$ cat src/rtl/alu_op_sequencer.sv
// Registered command front-end for the 8-bit 4-op ALU: one op in flight, programmable settle time.
// Optional result chaining (previous rsp_data[7:0] as operand A) is enabled by ALU_SEQ_CHAIN_EN.
module alu_op_sequencer #(
  parameter int unsigned WAIT_CYCLES = 0,
  parameter int unsigned CNT_W       = 16
) (
  input  logic             i_clk,
  input  logic             i_rst_n,
  input  logic             i_cmd_valid,
  output logic             o_cmd_ready,
  input  logic [1:0]       i_cmd_op,
  input  logic [7:0]       i_cmd_a,
  input  logic [7:0]       i_cmd_b,
  input  logic             i_cmd_chain,
  output logic [7:0]       o_alu_a,
  output logic [7:0]       o_alu_b,
  output logic [1:0]       o_alu_op,
  input  logic [8:0]       i_alu_out,
  output logic             o_rsp_valid,
  input  logic             i_rsp_ready,
  output logic [8:0]       o_rsp_data,
  output logic             o_rsp_carry,
  output logic             o_rsp_zero,
  output logic [CNT_W-1:0] o_op_count
);

  typedef enum logic [1:0] {StIdle, StExec, StResp} state_e;

  localparam logic [3:0] LP_WAIT = 4'(WAIT_CYCLES);

  state_e           r_state, w_state_d;
  logic             r_cmd_ready;
  logic [3:0]       r_wait;
  logic [7:0]       r_alu_a, r_alu_b;
  logic [1:0]       r_alu_op;
  logic             r_rsp_valid;
  logic [8:0]       r_rsp_data;
  logic             r_rsp_carry, r_rsp_zero;
  logic [CNT_W-1:0] r_op_count;
  logic             w_accept, w_capture, w_rsp_hs;
  logic [7:0]       w_a_sel;

  always_comb begin
    w_state_d = r_state;
    w_accept  = 1'b0;
    w_capture = 1'b0;
    w_rsp_hs  = 1'b0;
    case (r_state)
      StIdle: begin
        w_accept = i_cmd_valid && r_cmd_ready;
        if (w_accept) w_state_d = StExec;
      end
      StExec: begin
        w_capture = (r_wait == 4'd0);
        if (w_capture) w_state_d = StResp;
      end
      StResp: begin
        w_rsp_hs = i_rsp_ready;
        if (w_rsp_hs) w_state_d = StIdle;
      end
      default: w_state_d = StIdle;
    endcase
  end

  always_ff @(posedge i_clk or negedge i_rst_n) begin
    if (!i_rst_n) begin
      r_state     <= StIdle;
      r_cmd_ready <= 1'b0;
    end else begin
      r_state     <= w_state_d;
      // Registered so ready stays low while reset is held and rises on the first clock after.
      r_cmd_ready <= (w_state_d == StIdle);
    end
  end

`ifdef ALU_SEQ_CHAIN_EN
  logic [7:0] r_chain;

  always_ff @(posedge i_clk or negedge i_rst_n) begin
    if (!i_rst_n) begin
      r_chain <= 8'h00;
    end else if (w_rsp_hs) begin
      r_chain <= r_rsp_data[7:0];
    end
  end

  assign w_a_sel = i_cmd_chain ? r_chain : i_cmd_a;
`else
  logic w_unused_chain;
  assign w_unused_chain = i_cmd_chain;
  assign w_a_sel        = i_cmd_a;
`endif

  always_ff @(posedge i_clk or negedge i_rst_n) begin
    if (!i_rst_n) begin
      r_wait      <= 4'd0;
      r_alu_a     <= 8'h00;
      r_alu_b     <= 8'h00;
      r_alu_op    <= 2'b00;
      r_rsp_valid <= 1'b0;
      r_rsp_data  <= 9'h000;
      r_rsp_carry <= 1'b0;
      r_rsp_zero  <= 1'b0;
      r_op_count  <= '0;
    end else begin
      if (w_accept) begin
        r_alu_a  <= w_a_sel;
        r_alu_b  <= i_cmd_b;
        r_alu_op <= i_cmd_op;
        r_wait   <= LP_WAIT;
      end else if (r_state == StExec && !w_capture) begin
        r_wait <= r_wait - 4'd1;
      end
      if (w_capture) begin
        r_rsp_valid <= 1'b1;
        r_rsp_data  <= i_alu_out;
        r_rsp_carry <= i_alu_out[8];
        r_rsp_zero  <= (i_alu_out == 9'h000);
      end
      if (w_rsp_hs) begin
        r_rsp_valid <= 1'b0;
        r_op_count  <= r_op_count + {{(CNT_W-1){1'b0}}, 1'b1};
      end
    end
  end

  assign o_cmd_ready = r_cmd_ready;
  assign o_alu_a     = r_alu_a;
  assign o_alu_b     = r_alu_b;
  assign o_alu_op    = r_alu_op;
  assign o_rsp_valid = r_rsp_valid;
  assign o_rsp_data  = r_rsp_data;
  assign o_rsp_carry = r_rsp_carry;
  assign o_rsp_zero  = r_rsp_zero;
  assign o_op_count  = r_op_count;

endmodule

$ cat config.mk
export PLATFORM = sky130hd
export DESIGN_NAME = alu_op_sequencer
export DESIGN_NICKNAME = d
export VERILOG_FILES = /design/src/rtl/alu_op_sequencer.sv
export SDC_FILE = /design/constraint.sdc
export NUM_CORES = 1
export LEC_CHECK = 0
export CORE_MARGIN = 5
export CORE_UTILIZATION = 40
export DETAILED_ROUTE_END_ITERATION = 8
export PLACE_DENSITY = 0.84
export SLEW_MARGIN = 0
export SYNTH_ARGS = -nofsm -noshare
export SYNTH_HDL_FRONTEND = slang
export SYNTH_SLANG_ARGS = --single-unit
$ cat constraint.sdc
create_clock -name i_clk -period 1.5 [get_ports i_clk]
set_clock_uncertainty 0.05 [all_clocks]
set_input_delay 0.15 -clock i_clk [delete_from_list [all_inputs] [get_ports i_clk]]
set_output_delay 0.15 -clock i_clk [all_outputs]
set_load 0.1 [all_outputs]
### Placed standard cells, run 1

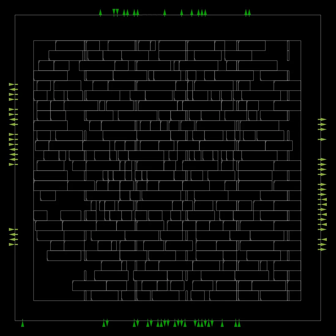
CORE AREA: 5140 um2
Seq area share: 0.3390

### Gate-type map, run 1

Scale bar: 20 um.
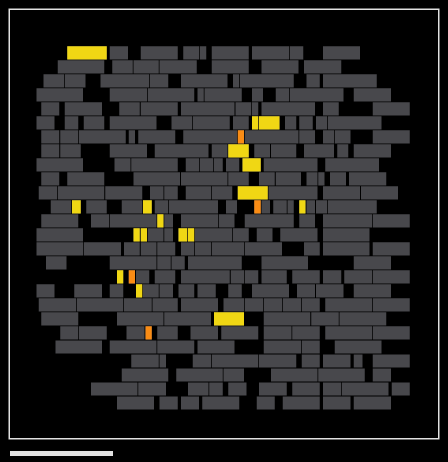
- yellow: nor cells (cells 17; most used nor2_1)
- orange: inv cells (cells 4; most used inv_1; where center)
non-filler cells in the finished layout: 335
most frequently placed logic cell in the final layout: sky130_fd_sc_hd__buf_12
combinational share of cell area: 0.2394

### Routed metal, one color a layer, run 1

Scale bar: 20 um.
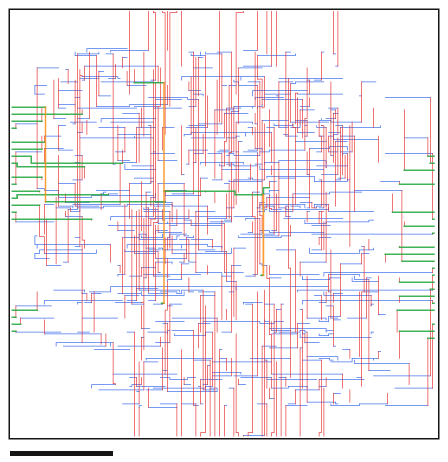
- blue: metal 1 (wire length 2210 um)
- orange: metal 4 (wire length 76.8 um)
- red: metal 2 (wire length 2880 um)
- green: metal 3 (wire length 269 um)
DR WL/cell: 16.22 um
GRT Overall Usage: 0.1544
overall via count from detail_route: 1581
Detailed Route WL: 5435 um

==> out/qor.csv, run 1 <==
stage,metric,value,unit
outcome,status,"finished, violations left",
outcome,failing checks,setup timing,
worst_setup_path,highest cell delay on the worst timing path,0.40,ns
cts,Insertion Delay late pin,0.31,ns
synth,Post-Syn Nets,192,
placed_design,number of placed cells counting well taps,317,
synth,average footprint of a synthesized cell,13.54,um2
synth,Synth Area in Adders,0.01170,
cts,clock sink count,52,
cts,CTS Root Buffer Type,sky130_fd_sc_hd__clkbuf_8,
final_timing,worst slew margin relative to its limit,0.8151,
synth,summed standard-cell area reported by yosys,2140,um2
worst_setup_path,signal arrival time at the worst endpoint,1.82,ns
worst_setup_path,cells along the critical path,inv_1 > ha_2 > or3b_4 > and2_4 > mux2_2 > nor2_1,
synth,yosys warns,0,
job,number of maximum-capacitance constraint violations,0,
placed_design,sum of net half-perimeters after detailed placement,3873,um
final_layout,cell area after layout,3998,um2
final_layout,number of nets in the layout,298,
synth,Dominant cell area share,0.6082,
cts,CTS max path bufs,2,
synth,commonest cells in the synthesized netlist,"52 x sky130_fd_sc_hd__dfrtp_1, 29 x sky130_fd_sc_hd__mux2_2, 13 x sky130_fd_sc_hd__xnor2_1, 10 x sky130_fd_sc_hd__nor2_1, 8 x sky130_fd_sc_hd__nand2_1",
final_timing,setup violators final,5,
cts,Post-CTS Setup Inserts,4,
worst_setup_path,type of the worst setup path,reg2reg,
cts,number of clock buffers inserted by TritonCTS,5,
final_timing,setup slack after layout,-0.1262,ns
placed_design,gp weighted congestion,0.7872,
worst_setup_path,Worst Setup Start Kind,flop,
job,tool warning count,30,
worst_setup_path,critical register-to-register path startpoint,r_wait[0]$_DFFE_PN0P_,
final_layout,layout overhead on the synthesized area,86.84,%
cts,CTS tree,built,
worst_setup_path,endpoint of the worst register-to-register path,r_wait[1]$_DFFE_PN0P_,
route,routed vias/inst,4.719,
final_layout,total of clock buffers placed in the layout,8,
floorplan,initial cell density of the core,0.4163,
placed_design,worst setup timing slack at the placement stage,-0.2235,ns
worst_setup_path,endpoint of the worst setup timing path,r_wait[1]$_DFFE_PN0P_,
synth,main combinational cell family by area after synthesis,multiplexers,
final_layout,fraction of layout instances using a drive strength above 1,0.5585,
worst_setup_path,maximum net fanout on the critical path,3,
floorplan,count of standard-cell rows,26,
final_layout,Signal inverters,4,
synth,proportion of synthesized area in mux cells,0.1526,
final_timing,final critical delay including setup and external delays,1.626,ns
global_route,pin count of the biggest net entering global routing,53,
final_layout,number of flip-flops and latches,52,
synth,sequential-to-total area share from yosys stat,0.6082,
[run 1: state kept, by name (all words and copies together), names as in the netlist, 2 cells and up]
signal and cells:
r_wait 4, o_rsp_data 9, r_state 2, o_op_count 16, o_alu_op 2, o_alu_a 8
o_alu_b 8
[run 1: worst max-delay path, delay by kind of cell, from the launching register on]
family                   cells  cell delay [ns]
adder cells (fa/ha/maj)      1             0.16
buffers and inverters        1             0.07
flip-flops                   1             0.40
multiplexers                 1             0.27
AND/OR/NAND/NOR              3             0.62
[run 1: metal layers]
layer,share of wire,global-route usage,wire length [um]
met5,0,0,0
met4,0.014,0.05795,76
met3,0.049,0.04257,268
met2,0.53,0.2653,2875
met1,0.41,0.1834,2214
### Placed cells, one color a class, run 1

Scale bar: 20 um. Fill, decap, tap and diode cells in gray.
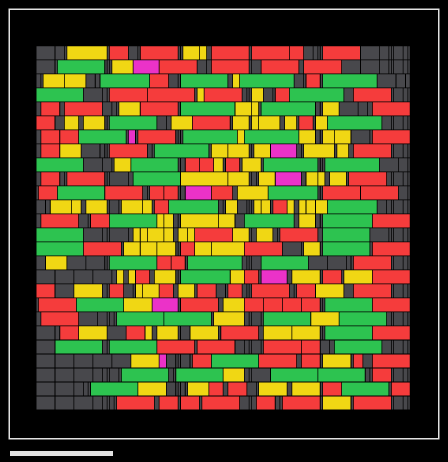

==> run 2: changes to the inputs <==
--- a/config.mk
+++ b/config.mk
@@ -6,9 +6,9 @@
 export NUM_CORES = 1
 export LEC_CHECK = 0
 export CORE_MARGIN = 5
-export CORE_UTILIZATION = 40
+export CORE_UTILIZATION = 30
 export DETAILED_ROUTE_END_ITERATION = 8
-export PLACE_DENSITY = 0.84
+export PLACE_DENSITY = 0.68
 export SLEW_MARGIN = 0
 export SYNTH_ARGS = -nofsm -noshare
 export SYNTH_HDL_FRONTEND = slang
### Placed cells, one color a class, run 2

Scale bar: 20 um. Fill, decap, tap and diode cells in gray.
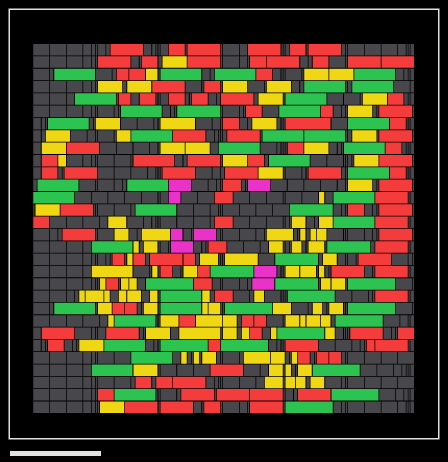
- green: sequential cells (cells 52; share of their area 34%)
- yellow: combinational and other logic (cells 102; share of their area 26%)
- red: remaining buffers and delay cells (cells 106; share of their area 38%)
- magenta: clock drivers and dummy loads (cells 8; share of their area 2.4%)
cell area after layout: 4139 um2
Seq area share: 0.3271

==> run 2 against run 1 <==
  * The run still ends with setup timing left
  * Register-to-register slack lost 0.02 ns
  * Routed wire length is essentially flat
  * Non-clock buffer count grew 3
  * Global-route usage shrank 3.2 points
  * Sequential share of layout area shrank 1.2 points
  * Setup slack lost 0.018 ns
  * Synthesized area is the same
  * Critical endpoint unchanged
==> out/qor.csv, run 2 <==
stage,metric,value,unit,change
global_route,pin count of the biggest net entering global routing,34,,-36%
worst_setup_path,Worst Setup Start Kind,flop,,
route,WL met2,2984,um,+3.8%
floorplan,initial cell density of the core,0.3115,,-0.1048
final_layout,fraction of layout instances using a drive strength above 1,0.5709,,+0.01240
synth,sequential-to-total area share from yosys stat,0.6082,,unchanged
worst_setup_path,highest cell delay on the worst timing path,0.40,ns,about the same
outcome,status,"finished, violations left",,
worst_setup_path,critical register-to-register path startpoint,r_wait[1]$_DFFE_PN0P_,,
final_layout,layout overhead on the synthesized area,93.45,%,
route,routed vias/inst,4.409,,-6.6%
worst_setup_path,signal arrival time at the worst endpoint,1.82,ns,about the same
final_layout,number of nets in the layout,301,,+1.0%
route,DR WL/cell,14.93,um,-8.0%
placed_design,worst setup timing slack at the placement stage,-0.2154,ns,+0.008070 ns
worst_setup_path,type of the worst setup path,reg2reg,,
final_timing,setup violators final,12,,+7
floorplan,count of standard-cell rows,30,,+15%
route,Routed met1 length,2164,um,-2.3%
cts,CTS tree,built,,
worst_setup_path,cells along the critical path,inv_2 > ha_4 > or3b_4 > and2_4 > mux2_2 > nor2_1,,
final_timing,final critical delay including setup and external delays,1.644,ns,+0.01795 ns
worst_setup_path,maximum net fanout on the critical path,3,,unchanged
worst_setup_path,"Largest delay share family, worst path",simple AND/OR/NAND/NOR gates,,
final_layout,combinational share of cell area,0.2443,,+0.004820
route,count of unresolved DRC violations after routing,0,,
final_layout,total of clock buffers placed in the layout,6,,-2
worst_setup_path,WP buf/inv,1,,unchanged
job,number of maximum-capacitance constraint violations,0,,unchanged
placed_design,gp weighted congestion,0.7241,,-8.0%
cts,CTS Root Buffer Type,sky130_fd_sc_hd__clkbuf_8,,
job,tool warning count,30,,unchanged
final_layout,Largest register FFs,16,,unchanged
global_route,GRT Overall Usage,0.1222,,-0.03219
route,Detail Route met3 WL,215,um,-20%
final_timing,setup slack after layout,-0.1442,ns,-0.01794 ns
final_layout,most frequently placed logic cell in the final layout,sky130_fd_sc_hd__buf_12,,
synth,average footprint of a synthesized cell,13.54,um2,unchanged
cts,clock sink count,52,,unchanged
synth,summed standard-cell area reported by yosys,2140,um2,unchanged
route,Detailed Route WL,5434,um,about the same
outcome,failing checks,setup timing,,
synth,commonest cells in the synthesized netlist,"52 x sky130_fd_sc_hd__dfrtp_1, 29 x sky130_fd_sc_hd__mux2_2, 13 x sky130_fd_sc_hd__xnor2_1, 10 x sky130_fd_sc_hd__nor2_1, 8 x sky130_fd_sc_hd__nand2_1",,
final_layout,Signal inverters,4,,unchanged
worst_setup_path,endpoint of the worst setup timing path,r_wait[1]$_DFFE_PN0P_,,
final_layout,non-filler cells in the finished layout,364,,+8.7%
worst_setup_path,endpoint of the worst register-to-register path,r_wait[1]$_DFFE_PN0P_,,
final_layout,area of the multi-input gates,1011,um2,
route,max layer used,met4,,
cts,CTS max path bufs,2,,unchanged
final_timing,worst slew margin relative to its limit,0.7696,,-0.04551
cts,number of clock buffers inserted by TritonCTS,5,,unchanged
synth,Post-Syn Nets,192,,unchanged
placed_design,number of placed cells counting well taps,347,,+9.5%
placed_design,sum of net half-perimeters after detailed placement,3951,um,+2.0%
### Placed standard cells, run 2

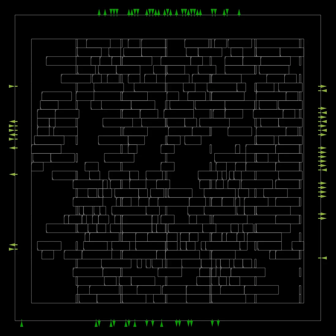
number of flip-flops and latches: 52
CORE AREA: 6869 um2
final design utilization: 0.6026
well-tap cell count: 96
fill count: 525

==> run 2: what timing repair did <==
action                     CTS  global route
setup endpoints to repair   14            42
resized                     22            15
setup buffers                5             5
hold buffers                 1             0
hold endpoints to repair    13             0
pin swaps                    7             9
gates cloned                 1             1
==> run 2: kinds of logic (layout without fill, tap and decap cells) <==
kind of cell    count (synthesis)  in the layout  share of synthesized area
flops                          52             52                     0.6082
fa+ha+maj                       2              2                    0.01169
xor+xnor                       18             18                    0.07368
simple gates                   47             47                     0.1275
mux                            29             29                     0.1526
compound gates                  2              2                   0.006431
buf+inv                         8            118                    0.01988
==> run 2: metal layers <==
metal | global-route usage | vias up
met5 | 0 | -
met3 | 0.02709 | 6
li1 | - | 756
met1 | 0.1459 | 804
met2 | 0.2216 | 39
met4 | 0.03125 | 0
